run_1/port_nets.png
(4 px per µm)
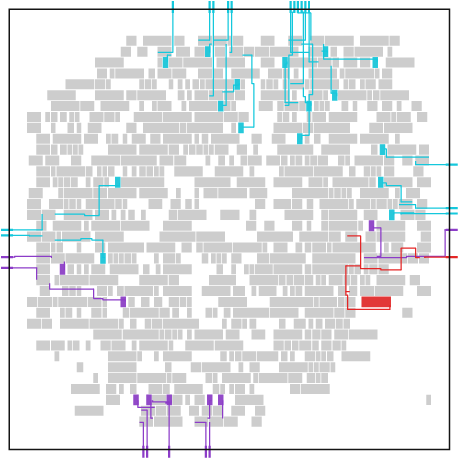
run_1/final_congestion.png
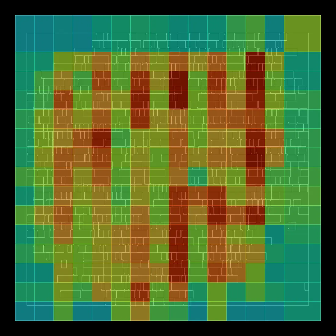
run_1/zoom.png
Region (35, 57) to (75, 97) µm. Cells in grey, sequential cells in the stronger grey; small squares are vias.
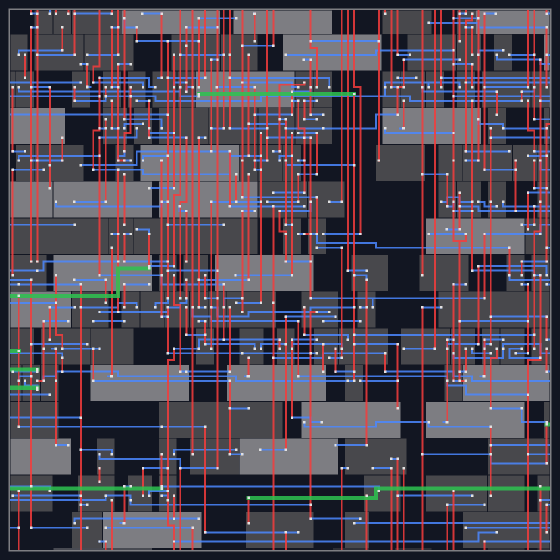
`src/rtl/i2c_txn_arbiter.sv`:
```
// i2c_txn_arbiter: shares one I2C transaction master between two requesters
// (A: HTPA frame reader, B: aux EEPROM/trim). Captures GO pulses, arbitrates
// round-robin, drives the master, routes the end-of-transaction ACK back and
// enforces a fixed idle gap between transactions.
// Ports:
//   clk, reset                 clock, synchronous active-low reset
//   x_go/x_adr/x_rd/x_wdata/x_bytes  request pulse and fields (x = a, b)
//   x_ack, x_busy              per-port done pulse, pending-or-in-flight flag
//   m_go/m_adr/m_rd/m_wdata/m_bytes  start pulse and fields to the master
//   m_ack                      end-of-transaction pulse from the master
//   owner                      0=A, 1=B: port issued or in flight
//   overrun                    sticky: a GO was dropped because port was busy
//   err                        pulse with x_ack on a BUSY timeout abort
// Optional: define HTPA_ARB_TIMEOUT_EN to abort BUSY after TIMEOUT_CYCLES.
module i2c_txn_arbiter #(
    parameter int unsigned GAP_CYCLES     = 12
`ifdef HTPA_ARB_TIMEOUT_EN
    ,
    parameter int unsigned TIMEOUT_CYCLES = 65535
`endif
) (
    input  logic        clk,
    input  logic        reset,
    input  logic        a_go,
    input  logic [7:0]  a_adr,
    input  logic        a_rd,
    input  logic [7:0]  a_wdata,
    input  logic [15:0] a_bytes,
    output logic        a_ack,
    output logic        a_busy,
    input  logic        b_go,
    input  logic [7:0]  b_adr,
    input  logic        b_rd,
    input  logic [7:0]  b_wdata,
    input  logic [15:0] b_bytes,
    output logic        b_ack,
    output logic        b_busy,
    output logic        m_go,
    output logic [7:0]  m_adr,
    output logic        m_rd,
    output logic [7:0]  m_wdata,
    output logic [15:0] m_bytes,
    input  logic        m_ack,
    output logic        owner,
    output logic        overrun,
    output logic        err
);

    typedef enum logic [1:0] {
        S_IDLE,
        S_ISSUE,
        S_BUSY,
        S_GAP
    } state_t;

    // GAP_CYCLES=0 still spends one cycle in GAP.
    localparam logic [7:0] GAP_LAST =
        (GAP_CYCLES == 0) ? 8'd0 : 8'(GAP_CYCLES - 1);

    state_t      state_q;
    logic        pend_a_q, pend_b_q;
    logic        a_busy_q, b_busy_q;
    logic        last_q, owner_q;
    logic [7:0]  a_adr_q, a_wdata_q, b_adr_q, b_wdata_q;
    logic        a_rd_q, b_rd_q;
    logic [15:0] a_bytes_q, b_bytes_q;
    logic        m_go_q, m_rd_q;
    logic [7:0]  m_adr_q, m_wdata_q;
    logic [15:0] m_bytes_q;
    logic        a_ack_q, b_ack_q, overrun_q;
    logic [7:0]  gap_q;
    logic        win_b_d;

`ifdef HTPA_ARB_TIMEOUT_EN
    localparam logic [15:0] TMO_LAST = 16'(TIMEOUT_CYCLES - 1);
    logic [15:0] tmo_q;
    logic        err_q;
`endif

    // B wins when it is the only requester, or on a tie when A went last.
    assign win_b_d = pend_b_q & (~pend_a_q | ~last_q);

    always_ff @(posedge clk) begin
        if (!reset) begin
            state_q   <= S_IDLE;
            pend_a_q  <= 1'b0;
            pend_b_q  <= 1'b0;
            a_busy_q  <= 1'b0;
            b_busy_q  <= 1'b0;
            last_q    <= 1'b1;
            owner_q   <= 1'b0;
            a_adr_q   <= 8'h00;
            a_wdata_q <= 8'h00;
            a_rd_q    <= 1'b0;
            a_bytes_q <= 16'd0;
            b_adr_q   <= 8'h00;
            b_wdata_q <= 8'h00;
            b_rd_q    <= 1'b0;
            b_bytes_q <= 16'd0;
            m_go_q    <= 1'b0;
            m_adr_q   <= 8'h01;
            m_rd_q    <= 1'b1;
            m_wdata_q <= 8'h00;
            m_bytes_q <= 16'd1;
            a_ack_q   <= 1'b0;
            b_ack_q   <= 1'b0;
            overrun_q <= 1'b0;
            gap_q     <= 8'd0;
`ifdef HTPA_ARB_TIMEOUT_EN
            tmo_q     <= 16'd0;
            err_q     <= 1'b0;
`endif
        end else begin
            m_go_q  <= 1'b0;
            a_ack_q <= 1'b0;
            b_ack_q <= 1'b0;
`ifdef HTPA_ARB_TIMEOUT_EN
            err_q   <= 1'b0;
`endif
            unique case (state_q)
                S_IDLE: begin
                    if (pend_a_q | pend_b_q) state_q <= S_ISSUE;
                end
                S_ISSUE: begin
                    m_go_q  <= 1'b1;
                    owner_q <= win_b_d;
                    last_q  <= win_b_d;
                    if (win_b_d) begin
                        m_adr_q   <= b_adr_q;
                        m_rd_q    <= b_rd_q;
                        m_wdata_q <= b_wdata_q;
                        m_bytes_q <= b_bytes_q;
                        pend_b_q  <= 1'b0;
                    end else begin
                        m_adr_q   <= a_adr_q;
                        m_rd_q    <= a_rd_q;
                        m_wdata_q <= a_wdata_q;
                        m_bytes_q <= a_bytes_q;
                        pend_a_q  <= 1'b0;
                    end
`ifdef HTPA_ARB_TIMEOUT_EN
                    tmo_q <= 16'd0;
`endif
                    state_q <= S_BUSY;
                end
                S_BUSY: begin
                    if (m_ack) begin
                        if (owner_q) begin
                            b_ack_q  <= 1'b1;
                            b_busy_q <= 1'b0;
                        end else begin
                            a_ack_q  <= 1'b1;
                            a_busy_q <= 1'b0;
                        end
                        gap_q   <= 8'd0;
                        state_q <= S_GAP;
                    end
`ifdef HTPA_ARB_TIMEOUT_EN
                    else if (tmo_q == TMO_LAST) begin
                        if (owner_q) begin
                            b_ack_q  <= 1'b1;
                            b_busy_q <= 1'b0;
                        end else begin
                            a_ack_q  <= 1'b1;
                            a_busy_q <= 1'b0;
                        end
                        err_q   <= 1'b1;
                        gap_q   <= 8'd0;
                        state_q <= S_GAP;
                    end else begin
                        tmo_q <= tmo_q + 16'd1;
                    end
`endif
                end
                S_GAP: begin
                    if (gap_q == GAP_LAST) state_q <= S_IDLE;
                    else gap_q <= gap_q + 8'd1;
                end
                default: state_q <= S_IDLE;
            endcase
            // A busy port cannot be pending-cleared or acked this edge,
            // so capture never collides with the FSM updates above.
            if (a_go) begin
                if (a_busy_q) begin
                    overrun_q <= 1'b1;
                end else begin
                    a_busy_q  <= 1'b1;
                    pend_a_q  <= 1'b1;
                    a_adr_q   <= a_adr;
                    a_rd_q    <= a_rd;
                    a_wdata_q <= a_wdata;
                    a_bytes_q <= a_bytes;
                end
            end
            if (b_go) begin
                if (b_busy_q) begin
                    overrun_q <= 1'b1;
                end else begin
                    b_busy_q  <= 1'b1;
                    pend_b_q  <= 1'b1;
                    b_adr_q   <= b_adr;
                    b_rd_q    <= b_rd;
                    b_wdata_q <= b_wdata;
                    b_bytes_q <= b_bytes;
                end
            end
        end
    end

    assign a_ack   = a_ack_q;
    assign b_ack   = b_ack_q;
    assign a_busy  = a_busy_q;
    assign b_busy  = b_busy_q;
    assign m_go    = m_go_q;
    assign m_adr   = m_adr_q;
    assign m_rd    = m_rd_q;
    assign m_wdata = m_wdata_q;
    assign m_bytes = m_bytes_q;
    assign owner   = owner_q;
    assign overrun = overrun_q;
`ifdef HTPA_ARB_TIMEOUT_EN
    assign err     = err_q;
`else
    assign err     = 1'b0;
`endif

endmodule
```
`config.mk`:
```
export PLATFORM = sky130hd
export DESIGN_NAME = i2c_txn_arbiter
export DESIGN_NICKNAME = d
export VERILOG_FILES = /design/src/rtl/i2c_txn_arbiter.sv
export SDC_FILE = /design/constraint.sdc
export NUM_CORES = 1
export LEC_CHECK = 0
export CAP_MARGIN = 5
export CORE_MARGIN = 4
export CORE_UTILIZATION = 45
export CTS_CLUSTER_SIZE = 28
export DETAILED_ROUTE_END_ITERATION = 8
export PLACE_DENSITY = 0.82
export RECOVER_POWER = 25
export SLEW_MARGIN = 25
export SYNTH_ARGS = -nofsm -noshare
export SYNTH_HDL_FRONTEND = slang
export SYNTH_SLANG_ARGS = --single-unit
```
`constraint.sdc`:
```
create_clock -name clk -period 2.7 [get_ports clk]
set_clock_uncertainty 0.2 [all_clocks]
set_input_delay 0.405 -clock clk [delete_from_list [all_inputs] [get_ports clk]]
set_output_delay 0.405 -clock clk [all_outputs]
set_load 0.1 [all_outputs]
```
==> results.tsv, run 1 <==
metric	value	unit
outcome	complete, no violations	
dieHeight	110	µm
slew_headroom	0.281	
postLayoutCoreUtil	0.645	
finalCriticalPeriod	2.32	ns
clk_latency	0.50	ns
clock-sinks	119	
cp.required	2.88	ns
pre_cts_ws	0.415	ns
rows	36	
path_class	flop to flop	
cts_hold_buffers	0	
flops	119	
yosysCellCount	556	
switching_share	0.429	
sh_seq_area	0.373	
ys_ff	119	
largestClassByArea	flip-flops and latches	
synth_area	0.00465	mm²
crit_chain	inv_1 > ha_1 > mux2i_1 > nor2_1 > buf_4 > a22oi_1 > nor2_1	
setup_tns	0	ns
clk_share	0.0943	
fin_crit_sh	0.858	
grt_pass1_vias	4307	
coreArea	0.00991	mm²
root_buffer	clkbuf_8	
sh_comb_area	0.327	
cts_buffer_depth	2	
routed_via_density	5.31	
rsz0062_at_grt	no	
path_buffers	2	
critical_path_arrival	2.50	ns
grt_pass1_wl	20.0	mm
hold_class	input port to flop	
logic_area	0.00209	mm²
synthCells	556	
final_cell_mix	nand2_1, dfxtp_1, a21oi_1, clkdlybuf4s50_1, buf_4	
dpl.hpwl	8.24	mm
yosys-top-cells-count	nand2_1, dfxtp_1, a21oi_1	
power_density	1160	mW/mm²
slew_viol_final	0	
yosysMostFrequentCell	nand2_1	
cts_buffers	17	
routed_wl	12.6	mm
critPathMaxStageDelay	0.66	ns
netlist-cell-type-count	37	
buffers	125	
register_area	0.00238	mm²
switching_power	3.19	mW
grt_usage	0.212	
fin_nets	734	
synth_top_area_share	0.512	
postCtsResizedCells	0	
p_int	4.26	mW
syn_avg_cell_area	8.37	µm²
diodes	0	
warnings	30	
num-nonclk-inverters	6	
yosysChipArea	0.00465	mm²
edf_count	0	
hold_viol	0	
clkbuf_count	20	
yosys-top-cells-area	dfxtp_1, nand2_1, a21oi_1, mux2i_1, a211oi_1	
drtIter0Drc	235	
cp_max_fo	9	
routed-via-count	4262	
postCtsSetupBuffers	0	
ir_worst_vdd	0.000544	V
n_fill_cell	834	
grt_max_degree	46	
gr-total-overflow	0	
fp_util	0.470	
## Picture notes: port_nets.png
Key: purple = b_adr [bits 8, direction input, edge 5 bottom, 2 left, 1 right, end cells 8, wire 154 µm]; red = b_busy [bits 1, direction output, edge right, end cells 1, wire 67.3 µm]; cyan = b_bytes [bits 16, direction input, edge 11 top, 3 right, 2 left, end cells 16, wire 421 µm]
# IOs: 112
# port buffers: 110

## Picture notes: final_congestion.png
Wirelength per Cell: 15.7 µm
met1 GRT Util: 0.246

## Picture notes: zoom.png
Key: blue = met1; green = met3; red = met2
Most frequent: nand2_1 (39), dfxtp_1 (22), a21oi_1 (17). Netlist names of flops here include a_bytes_q (10), b_bytes_q (7), m_bytes (5). 130 logic cells have their middle in the window. Sequential cells in the window: 22.

run 1: final timing paths:
check,end,startpoint,depth (start not counted)
worst max-delay path,gap_q[3],state_q[0],7
worst min-delay path,b_bytes_q[5],b_bytes[5],3
worst max register to register,gap_q[3],state_q[0],7
worst min register to register,b_bytes_q[0],b_bytes_q[0],2
run 1: logic make-up after synthesis:
logic type               Yosys count  share of synthesized area
adder cells (fa/ha/maj)            6                     0.0161
AND/OR/NAND/NOR                  216                      0.187
multiplexers                      33                     0.0710
AND-OR/OR-AND                    132                      0.170
other                              1                   0.000806
buffers and inverters             49                     0.0433
flip-flops                       119                      0.512
run 1: power by group through the flow:
stage | Sequential, mW | Combinational [mW] | Clock (mW)
after floorplan | 3.78 | 0.700 | 0
after global placement | 2.27 | 2.87 | 0
after detailed placement | 2.28 | 2.91 | 0
after CTS | 2.25 | 2.93 | 2.31
after global routing | 2.29 | 3.05 | 2.38
final | 2.25 | 2.91 | 2.28
run 1: state kept, by name (all words and copies together), names as in the netlist, 2 cells and up:
name       cells
m_wdata        8
a_wdata_q      8
m_bytes       16
b_adr_q        8
b_wdata_q      8
a_bytes_q     16
gap_q          8
state_q        2
b_bytes_q     16
m_adr          8
a_adr_q        8
run 1: per-layer routing:
layer	track usage	wire, µm	vias up
met3	0.0464	685	11
met4	0.0659	123	0
met1	0.246	5250	2031
met5	0	0	-
li1	-	-	2081
met2	0.388	6530	139
run 1: metrics by stage:
step                      total power, mW  std cells  hold slack (ns)  cell area [µm²]
after global placement               5.14        771            0.239             5830
after floorplan                      4.48        556            0.232             4650
final                                7.45        803            0.238             6390
after detailed placement             5.19        771            0.247             5830
after global routing                 7.72        803            0.239             6390
after CTS                            7.49        803            0.226             6430
run_1/gate_families.png
(4 px per µm)
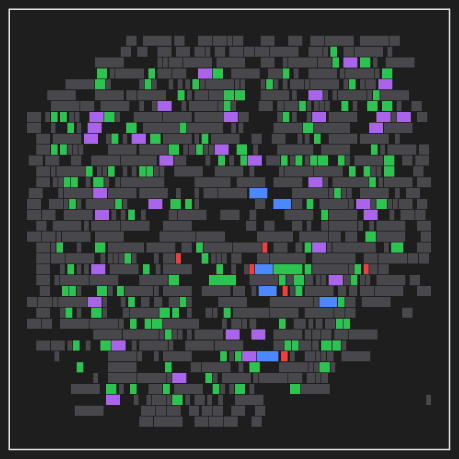

## Run 2: what changed since run 1
--- a/config.mk
+++ b/config.mk
@@ -7,10 +7,11 @@
 export LEC_CHECK = 0
 export CAP_MARGIN = 5
 export CORE_MARGIN = 4
-export CORE_UTILIZATION = 45
+export CORE_UTILIZATION = 44
 export CTS_CLUSTER_SIZE = 28
 export DETAILED_ROUTE_END_ITERATION = 8
-export PLACE_DENSITY = 0.82
+export HOLD_SLACK_MARGIN = 0.15
+export PLACE_DENSITY = 0.83
 export RECOVER_POWER = 25
 export SLEW_MARGIN = 25
 export SYNTH_ARGS = -nofsm -noshare
==> constraint.sdc (replaced) <==
create_clock -name clk -period 1.9 [get_ports clk]
set_clock_uncertainty 0.2 [all_clocks]
set_input_delay 0.285 -clock clk [delete_from_list [all_inputs] [get_ports clk]]
set_output_delay 0.285 -clock clk [all_outputs]
set_load 0.1 [all_outputs]
run_2/gate_families.png
(4 px per µm)
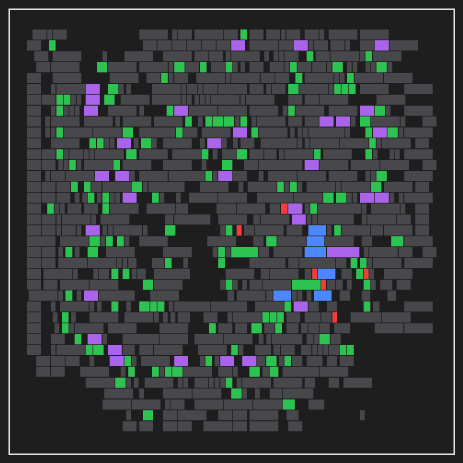
Key: purple = multiplexers [cells 33, where widely spread]; red = inverters [cells 6]; blue = adder and majority cells [cells 6]; green = inverting AOI/OAI gates [cells 127, where widely spread]
post-route insts no fill: 871
combinational share of cell area: 0.280

run_2/port_nets.png
(4 px per µm)
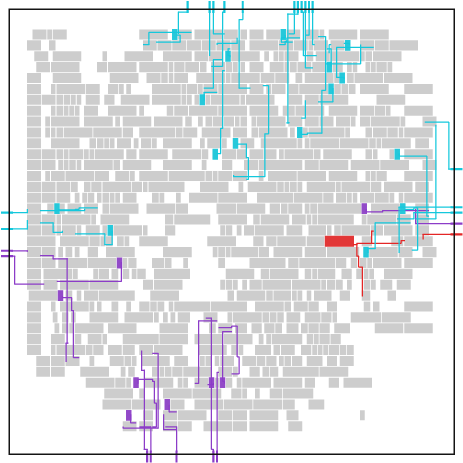

==> run 2 against run 1 <==
The run now ends with negative setup slack left; synthesized area unchanged; global-route usage is 2.1 points higher; maximum frequency increased by 13%; wire length up 14%; synthesized cell count unchanged; critical path type unchanged.
==> results.tsv, run 2 <==
metric	value	unit	change
cts_tree	done		
power_density	1520	mW/mm²	+30%
largest_area_cell	dfxtp_1		
antenna_found_initial	0		
grt_usage	0.233		+0.0210
ir_worst_vdd	0.000965	V	+77%
ys_ff	119		unchanged
grt_pass1_vias	4955		+15%
drtIter0Drc	278		+18%
avgRoutedWirePerCell	16.4	µm	+4.7%
dpl.hpwl	8.52	mm	+3.4%
maxCapViolations	0		
routed-via-count	4611		+8.2%
slew_headroom	0.424		+0.143
synthCells	556		unchanged
whs	0.161	ns	-0.0767 ns
hold_class	input port to flop		
postCtsSetupBuffers	0		unchanged
dieArea	0.0123	mm²	
p_leak	2.90	nW	
endpoint_kind	flop		
rows	37		+2.8%
drc	0		
io_buffers	110		unchanged
routed_wl	14.3	mm	+14%
gr-total-overflow	0		unchanged
edf_count	0		unchanged
max_freq	0.489	GHz	
gp_congestion	0.909		
crit_path_start	gap_q[7]		
synth_area	0.00465	mm²	unchanged
rsz0062_at_grt	yes		
cts_buffers	17		unchanged
setup_tns	-0.574	ns	-0.574 ns
r2r-start	gap_q[7]		
path_class	flop to flop		
cts_buffer_depth	2		unchanged
cts_hold_buffers	51		+51
postCtsResizedCells	4		+4
fp_util	0.451		-0.0188
setup_viol	8		
yosys-top-cells-area	dfxtp_1, nand2_1, a21oi_1, mux2i_1, a211oi_1		
layout_top_cell	nand2_1		
root_buffer	clkbuf_8		
coreArea	0.0103	mm²	+4.2%
dr.pass1.iters	5		
grt_pass1_wl	23.4	mm	+17%
fin_nets	798		+8.7%
synth_top_area_share	0.512		unchanged
seq_area_frac_synth	0.512		
clkSlewWorstSetupHoldPaths	0.06	ns	
violations	negative setup slack		
ys_warn_count	0		
fin_crit_sh	1.08		+0.219
yosysMostFrequentCell	nand2_1		
clk_latency	0.51	ns	about the same
timing.final.ws_setup	-0.147	ns	
outcome	finished, violations left		
cp_max_fo	3		-6
yosys-top-cells-count	nand2_1, dfxtp_1, a21oi_1		
worst_pin_slew	0.864	ns	
critical_path_arrival	2.25	ns	-0.25 ns
cp-start-kind	flop		
hold_viol	0		unchanged
dp.cells	785		+1.8%
finalCriticalPeriod	2.05	ns	-0.270 ns
netlist-cell-type-count	37		unchanged
yosysChipArea	0.00465	mm²	unchanged
p_total	11.5	mW	+55%
final_cell_mix	nand2_1, dfxtp_1, a21oi_1, clkdlybuf4s50_1, dlygate4sd3_1		
ff_type	dfxtp_1		
die_w	111	µm	
dieHeight	111	µm	+1.0%
syn-num-nets	633		
drive_above_1_share	0.155		
min-delay-start	a_bytes[0]		
pre_cts_ws	-0.0988	ns	-0.514 ns
clock-sinks	119		unchanged
pin_count	112		unchanged
yosysCellCount	556		unchanged
htree_num_levels	4		
grt_max_degree	46		unchanged
ant_nets	0		
routed_via_density	5.29		-0.26%
warnings	33		+10%
synthArstFlopShare	0		
syn_to_final_growth	63.4	%	
slew_viol_final	0		unchanged
cp.required	2.10	ns	-0.78 ns
syn_avg_cell_area	8.37	µm²	unchanged
-- run 2: worst max-delay path, cell delays in order, from the launching register on --
cell     delay [ns]
dfxtp_2        0.32
or4_4          0.53
or3_4          0.38
buf_6          0.13
mux2i_1        0.12
o31ai_1        0.26
-- run 2: report_power, final --
| part | internal (mW) | total, mW | switching (mW) |
|---|---|---|---|
| sequential | 2.93 | 3.36 | 0.429 |
| clock | 1.90 | 3.11 | 1.21 |
| combinational | 1.86 | 5.07 | 3.21 |
-- run 2: cells by family (layout without fill, tap and decap cells) --
logic type                 Yosys count  in the layout  share of synthesized area
muxes                               33             33                     0.0710
other                                1              2                   0.000806
and+or+nand+nor                    216            216                      0.187
buffers and inverters               49            227                     0.0433
adders and majority gates            6              6                     0.0161
AOI/OAI and AO/OA                  132            132                      0.170
DFF                                119            119                      0.512
-- run 2: worst paths after layout --
kind         slack [ns]  cells after the start             to
min reg2reg        0.25                      2  b_bytes_q[13]
max               -0.15                      5       gap_q[0]
max reg2reg       -0.15                      5       gap_q[0]
min                0.16                      3   a_bytes_q[0]
-- run 2: layout make-up --
type,count,area [µm²]
Fill cell,647,2720
Sequential cell,119,2390
Timing Repair Buffer,189,2310
Multi-Input combinational cell,388,2130
Clock buffer,18,418
Tap cell,136,170
Clock inverter,14,164
Inverter,6,23.8
Antenna cell,1,2.50
-- run 2: through the flow --
step	cell area, µm²	utilization
floorplan	4680	-
CTS	7610	0.737
global route	7600	0.737
global placement	6500	0.630
finish	7610	0.737
detailed placement	6500	0.630
-- run 2: metal layers --
layer  part of all wire  GRT usage
met1               0.38      0.245
met2               0.53      0.425
met3              0.048     0.0491
met4              0.045      0.140
met5                  0          0
run_2/zoom.png
Region (35, 58) to (75, 98) µm. Cells in grey, sequential cells in the stronger grey; small squares are vias.
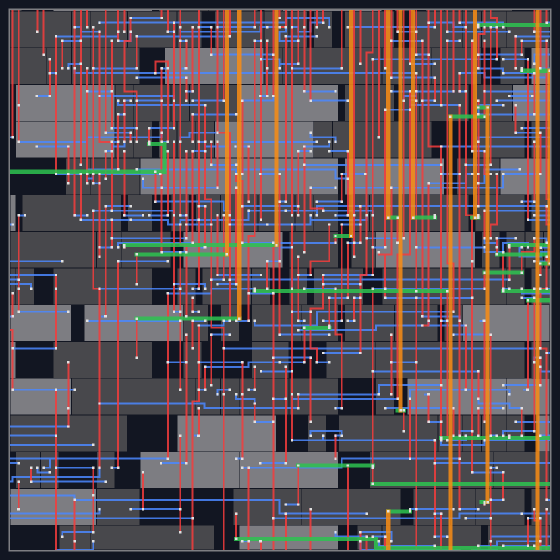

## Run 3: what changed since run 2
--- a/config.mk
+++ b/config.mk
@@ -7,11 +7,12 @@
 export LEC_CHECK = 0
 export CAP_MARGIN = 5
 export CORE_MARGIN = 4
-export CORE_UTILIZATION = 44
+export CORE_UTILIZATION = 25
+export CTS_BUF_LIST = sky130_fd_sc_hd__clkbuf_4
 export CTS_CLUSTER_SIZE = 28
 export DETAILED_ROUTE_END_ITERATION = 8
 export HOLD_SLACK_MARGIN = 0.15
-export PLACE_DENSITY = 0.83
+export PLACE_DENSITY = 0.56
 export RECOVER_POWER = 25
 export SLEW_MARGIN = 25
 export SYNTH_ARGS = -nofsm -noshare
run_3/zoom.png
Region (52, 81) to (92, 121) µm. Cells in grey, sequential cells in the stronger grey; small squares are vias.
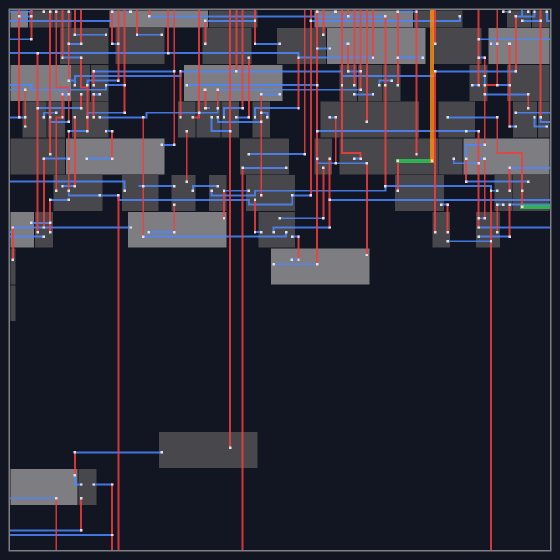
Key: red = met2; blue = met1; orange = met4; green = met3
50 logic cells have their middle in the window. Sequential cells in the window: 9. Netlist names of flops here include a_bytes_q (4), m_bytes (3), b_bytes_q (2). Most frequent: nand2_1 (13), dfxtp_1 (9), a21oi_1 (6).

==> run 3 against run 2 <==
The flow still finishes with violations (negative setup slack); register-to-register slack gained 0.099 ns; final cell count is 13% higher; wire length shrank 3.2%; core utilization down 32 points; final area barely moved; maximum frequency increased by 5.1%; via count fell by 5.7%; synthesized area unchanged; hold slack better by 0.095 ns; critical path type unchanged; critical endpoint is now state_q[1]; largest cell class is now non-clock buffers; largest power group unchanged.
==> results.tsv, run 3 <==
metric	value	unit	change
dieArea	0.0209	mm²	+70%
timing.final.ws_setup	-0.0482	ns	+0.0986 ns
postCtsResizedCells	4		unchanged
clkSlewWorstSetupHoldPaths	0.10	ns	+0.04 ns
cts_tree	done		
cp_max_fo	2		-1
comb_power_share	0.498		+0.059
yosysMostFrequentCell	nand2_1		
drc	0		unchanged
syn-num-nets	633		unchanged
seq_power_share	0.324		+0.033
top_layer	met4		
grt-busiest-layer	met2		
setup_viol	2		-6
p_int	5.74	mW	-14%
hold_class	flop to flop		
hold_viol	0		unchanged
power.share.clock	0.178		-0.092
drive_above_1_share	0.150		-0.00485
pin_count	112		unchanged
htree_num_levels	4		unchanged
finalCriticalPeriod	1.95	ns	-0.0986 ns
dpl.hpwl	8.88	mm	+4.2%
crit_path_start	gap_q[7]		
use_met3	0.0351		-0.0141
yosys-top-cells-area	dfxtp_1, nand2_1, a21oi_1, mux2i_1, a211oi_1		
cts_hold_buffers	66		+29%
edf_count	0		unchanged
grt_use_met2	0.230		-0.195
final_area	0.00760	mm²	about the same
cts_buffers	17		unchanged
place_area	0.00670	mm²	+3.0%
r2r-start	gap_q[7]		
endpoint_kind	flop		
fin_nets	817		+2.4%
io_buffers	110		unchanged
pre_cts_ws	-0.0947	ns	+0.00418 ns
path_class	flop to flop		
routed_via_density	4.43		-16%
grt_pass1_vias	4415		-11%
syn_to_final_growth	63.3	%	about the same
yosysCellCount	556		unchanged
fin_crit_sh	1.03		-0.0519
clock-sinks	119		unchanged
gp_congestion	0.778		-14%
postCtsSetupBuffers	1		+1
ant_nets	0		unchanged
routed-via-count	4349		-5.7%
grt_pass1_wl	22.2	mm	-5.2%
warnings	33		unchanged
slew_headroom	0.644		+0.220
ir_worst_vdd	0.000691	V	-28%
root_buffer	clkbuf_4		
power_density	1350	mW/mm²	-11%
dr.pass1.iters	4		-1
use_met1	0.171		-0.0735
switching_share	0.442		+0.0215
netlist-cell-type-count	37		unchanged
met1_length	6.36	mm	+17%
grt_max_degree	47		+2.2%
synth_top_area_share	0.512		unchanged
slew_viol_final	0		unchanged
met3WireLength	572	µm	-17%
avgRoutedWirePerCell	14.1	µm	-14%
setup_tns	-0.0932	ns	+0.481 ns
ys_warn_count	0		unchanged
coreArea	0.0181	mm²	+76%
worst_pin_slew	0.534	ns	-0.330 ns
p_total	10.3	mW	-11%
seq_area_frac_synth	0.512		unchanged
critical_path_arrival	2.19	ns	-0.06 ns
drtIter0Drc	184		-34%
outcome	finished, violations left		
ff_type	dfxtp_1		
wl_met2	6.74	mm	-11%
fp_util	0.256		-0.194
maxCapViolations	0		unchanged
min-delay-start	a_rd_q		
synthArstFlopShare	0		unchanged
clk_latency	0.51	ns	about the same
p_leak	2.86	nW	-1.3%
gr-total-overflow	0		unchanged
violations	negative setup slack		
routed_wl	13.8	mm	-3.2%
grt_usage	0.137		-0.0967
antenna_found_initial	1		+1
cts_buffer_depth	2		unchanged
synthCells	556		unchanged
syn_avg_cell_area	8.37	µm²	unchanged
cp.required	2.14	ns	+0.04 ns
rows	49		+32%
rsz0062_at_grt	yes		
die_w	144	µm	+30%
largest_area_cell	dfxtp_1		
run_3/gate_families.png
(3 px per µm)
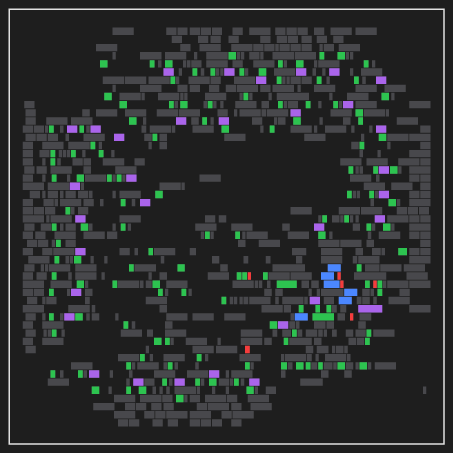
Commonest Layout Cell: nand2_1
post-route insts no fill: 981
combinational share of cell area: 0.280

-- run 3: stage by stage --
| step | hold slack [ns] | utilization | instances |
|---|---|---|---|
| CTS | 0.243 | 0.421 | 980 |
| floorplan | 0.221 | - | 556 |
| global placement | 0.241 | 0.369 | 883 |
| finish | 0.256 | 0.419 | 981 |
| global route | 0.271 | 0.419 | 981 |
| detailed placement | 0.244 | 0.369 | 883 |
-- run 3: worst max-delay path: stages (launching register included) --
cell	delay, ns
dfxtp_2	0.33
or4_4	0.53
or3_4	0.37
a211oi_4	0.23
mux2i_1	0.22
-- run 3: cells by family (layout without fill, tap and decap cells) --
logic type	after synthesis	in the layout	share of synthesized area
mux	33	33	0.0710
other cells	1	2	0.000806
simple gates	216	216	0.187
fa+ha+maj	6	6	0.0161
flops	119	119	0.512
buf+inv	49	244	0.0433
compound gates	132	132	0.170
-- run 3: area by class of cell --
class                           instances  area (µm²)
Sequential cell                       119        2390
Clock inverter                         12         136
Tap cell                              229         287
Clock buffer                           18         135
Multi-Input combinational cell        388        2130
Timing Repair Buffer                  208        2500
Fill cell                            1805       10500
Inverter                                6        23.8
Antenna cell                            1        2.50
-- run 3: path summary, 6_finish.rpt --
check	to	slack [ns]	depth (start not counted)
worst max register to register	state_q[1]	-0.05	4
worst min register to register	a_rd_q	0.26	2
worst max-delay path	state_q[1]	-0.05	4
worst min-delay path	a_rd_q	0.26	2
-- run 3: power groups by stage --
stage                     Sequential (mW)  Combinational [mW]  Clock (mW)
after global placement               3.39                5.06           0
after global routing                 3.40                5.35        2.02
after detailed placement             3.39                5.08           0
after floorplan                      5.37                1.01           0
after CTS                            3.34                5.19        1.92
final                                3.34                5.12        1.83
Power is estimated from default activity; no workload was simulated.
